==> config.mk <==
export PLATFORM = sky130hd
export DESIGN_NAME = cpu_microsequencer
export DESIGN_NICKNAME = d
export VERILOG_FILES = /design/src/rtl/cpu_microsequencer.sv
export SDC_FILE = /design/constraint.sdc
export NUM_CORES = 1
export LEC_CHECK = 0
export CAP_MARGIN = 15
export CORE_UTILIZATION = 58
export CTS_BUF_LIST = sky130_fd_sc_hd__clkbuf_4 sky130_fd_sc_hd__clkbuf_8 sky130_fd_sc_hd__clkbuf_16
export DETAILED_ROUTE_END_ITERATION = 8
export PLACE_DENSITY = 0.9
export SLEW_MARGIN = 20
export SYNTH_ARGS = -nofsm -noshare
export SYNTH_HDL_FRONTEND = slang
export SYNTH_SLANG_ARGS = --single-unit
==> constraint.sdc <==
create_clock -name clock -period 3.98 [get_ports clock]
set_clock_uncertainty 0.15 [all_clocks]
set_input_delay 0.398 -clock clock [delete_from_list [all_inputs] [get_ports clock]]
set_output_delay 0.398 -clock clock [all_outputs]
set_load 0.02 [all_outputs]
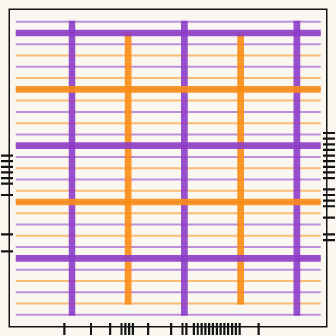
Run 1: PDN straps and rails
Pins as bars on the die edge.
legend:
  purple:
    net: VSS
  orange:
    net: VDD
met1 rails: 27
signal pins: 50
met4 straps: 5
floorplan die height: 76.3 um
x dimension of the die: 76.3 um
Core Area: 0.00520 mm^2
worst IR drop on VDD: 0.655 mV

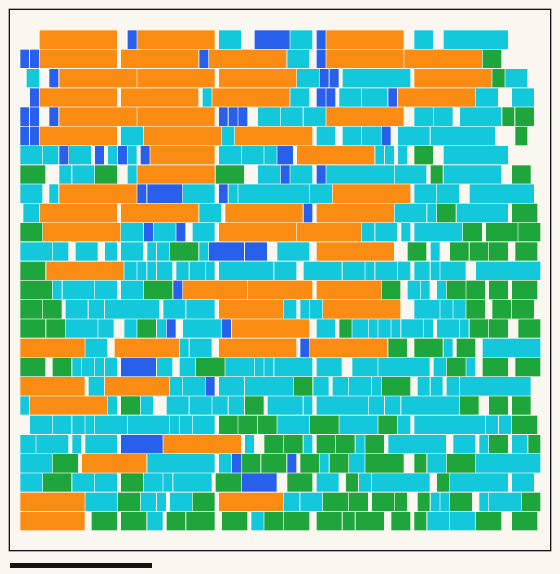
Run 1: placement by cell class
Scale bar: 20 um.
legend:
  blue:
    class: clock drivers and dummy loads
    cells: 48
  orange:
    class: flip-flops
    cells: 54
  cyan:
    class: all other logic
    cells: 233
  green:
    class: other buffers and delay cells
    cells: 109
area of all placed cells without fillers: 0.00487 mm^2
fraction of area in registers: 0.318

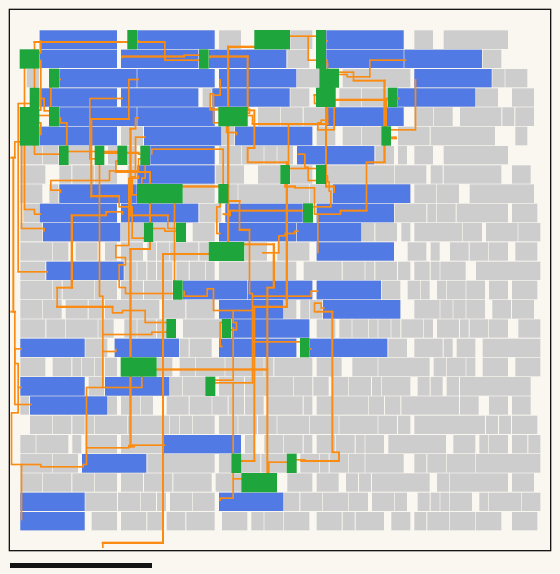
Run 1: clock distribution
Scale bar: 20 um.
legend:
  blue:
    item: flip-flops
    count: 54
  green:
    item: cells driving clock nets
    count: 45
  orange:
    item: clock wires
    length: 1280 um
routed clock nets: 46
Late-Pin Clk Latency: 480 ps
Clock Power Share: 0.229
power dissipated in the clock network: 598 uW

==> impl_results.rst, run 1 <==
Metrics
=======

.. list-table::
   :header-rows: 1

   * - Metric
     - Value
   * - Outcome
     - finished, violations left
   * - Violations in the final reports
     - design-rule violations, negative setup slack
   * - Synthesized area
     - 0.00320 mm^2
   * - Combinational gate area
     - 0.00204 mm^2
   * - Number of instances in the synthesized netlist
     - 298
   * - Critical path launch point type
     - input port
   * - Setup slack at placement
     - -1240 ps
   * - Fraction of registers with async set or reset after synthesis
     - 0.259
   * - Sum of overflow across all layers after global routing
     - 0
   * - Global-route track usage on met3
     - 0.103
   * - Max-cap violation count
     - 0
   * - Least setup slack across all paths after layout
     - -423 ps
   * - Final GP Congestion
     - 0.931
   * - # setup viols final
     - 57
   * - Largest combinational cell category by area
     - AND-OR/OR-AND gates
   * - Post-synthesis cell type with the largest instance count
     - edfxtp_1
   * - Worst-case headroom to the max-slew limit
     - 0.225
   * - Global-route layer with the greatest usage
     - met2
   * - First-pass GRT wire length
     - 18.3 mm
   * - Wire length on met1
     - 4.72 mm
   * - Total DRC errors in the routed layout
     - 80
   * - Synth warn
     - 0
   * - Count of antenna diodes in the layout
     - 0
   * - Setup repair after global routing missed its margin
     - yes
   * - Largest buffer count on any clock path
     - 2
   * - Final non-filler cell total
     - 514
   * - Synth mux share
     - 0.0403
   * - Flops & latches, synth
     - 54
   * - Clk pin slew, worst setup/hold paths
     - 80 ps
   * - Global-route track usage on met1
     - 0.521
   * - Cts hold-fix bufs
     - 0
   * - Post-detail-place hpwl
     - 7.16 mm
   * - Largest net degree at the start of global routing
     - 24
   * - Post-layout net count
     - 494
   * - Met2 track utilization from global routing
     - 0.687
   * - Proportion of layout cells with a drive suffix above 1
     - 0.336
   * - H-tree depth
     - 2
   * - Number of flip-flops in the largest register
     - 40
   * - Critical path fanouts, max
     - 5
   * - Class of the worst hold path
     - flop to flop
   * - Met3 wirelength from detailed routing
     - 2.62 mm
   * - Post-synth top flop
     - edfxtp_1
   * - Vias in the first global route
     - 3496
   * - Routed vias/inst
     - 7.74
   * - Post-synthesis share of cell area spent on full adders, half adders and majority gates
     - 0.0610
   * - Largest type area fraction
     - 0.375
## run 1: area by class of cell
cell class | count | area share
Sequential cell | 54 | 0.318
Inverter | 8 | 0.00616
Clock inverter | 43 | 0.0372
Clock buffer | 5 | 0.0141
Tap cell | 70 | 0.0180
Multi-Input combinational cell | 225 | 0.419
Timing Repair Buffer | 109 | 0.187
## run 1: where the power goes
group          internal, mW  total, mW  switching [mW]
registers             0.703      0.777          0.0741
logic                 0.453       1.24           0.782
clock network         0.189      0.598           0.409
total                  1.34       2.61            1.27
## run 1: worst max-delay path, stage by stage
cell     delay [ps]
buf_8            80
mux4_2          530
mux2i_4         270
buf_6           160
xor2_4          270
mux2i_1         310
nor3_1           80
o31a_1          330
==> inputs of run 2 (changes only) <==
Settings changed: CTS_CLUSTER_SIZE set to 14.
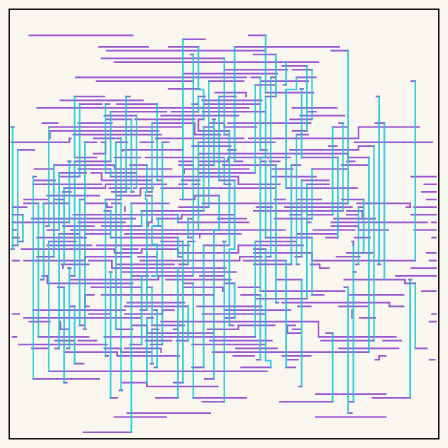
Run 2: routed metal, one colour a layer
Two of the layers only.
legend:
  cyan:
    layer: met4
    wire_length: 1930 um
  purple:
    layer: met3
    wire_length: 2620 um
total number of vias: 3977
Total Routed Length: 15.9 mm
total global-route track usage: 0.423
WL/cell: 31.0 um

==> impl_results.rst, run 2 <==
Metrics
=======

.. list-table::
   :header-rows: 1

   * - Metric
     - Value
   * - Flops & latches, synth
     - 54
   * - Number of instances in the synthesized netlist
     - 298
   * - Sequential-cell power consumption
     - 777 uW
   * - Final non-filler cell total
     - 514
   * - Least setup slack across all paths after layout
     - -423 ps
   * - Violations in the final reports
     - design-rule violations, negative setup slack
   * - Late-Pin Clk Latency
     - 480 ps
   * - Global-route layer with the greatest usage
     - met2
   * - Floorplan die height
     - 76.3 um
   * - Core Area
     - 0.00520 mm^2
   * - Post-synthesis cell type with the largest instance count
     - edfxtp_1
   * - # setup viols final
     - 57
   * - Sequential cell fraction of total power
     - 0.298
   * - Met2 track utilization from global routing
     - 0.687
   * - Combinational cell fraction of total power
     - 0.473
   * - Combinational power
     - 1.24 mW
   * - Outcome
     - finished, violations left
   * - Clock Power Share
     - 0.229
   * - Largest net degree at the start of global routing
     - 24
   * - Global-route track usage on met3
     - 0.103
   * - Critical path launch point type
     - input port
   * - Total DRC errors in the routed layout
     - 80
   * - Setup repair after global routing missed its margin
     - yes
-- run 2: cell counts after synthesis --
No cell type changed its count.
-- run 2: final cells by class --
type,instances,area [um^2],area share
sequential,54,1550,0.318
timing repair buffer,109,912,0.187
multi-input combinational,225,2040,0.419
tap,70,87.6,0.0180
clock inverter,43,181,0.0372
clock buffer,5,68.8,0.0141
inverter,8,30.0,0.00616
-- run 2: cells by family (layout without fill, tap and decap cells) --
group	Yosys count	in the layout
buffers and inverters	22	165
adders and majority gates	15	15
AOI/OAI and AO/OA	93	93
muxes	9	9
DFF	54	54
xor gates and xnor gates	13	13
and+or+nand+nor	92	95
-- run 2: critical path, delay by kind of cell --
family	cells	cell delay, ps
buffers and inverters	2	240
xor gates and xnor gates	1	270
and+or+nand+nor	1	80
muxes	3	1110
AOI/OAI and AO/OA	1	330
Power is estimated from default activity; no workload was simulated.
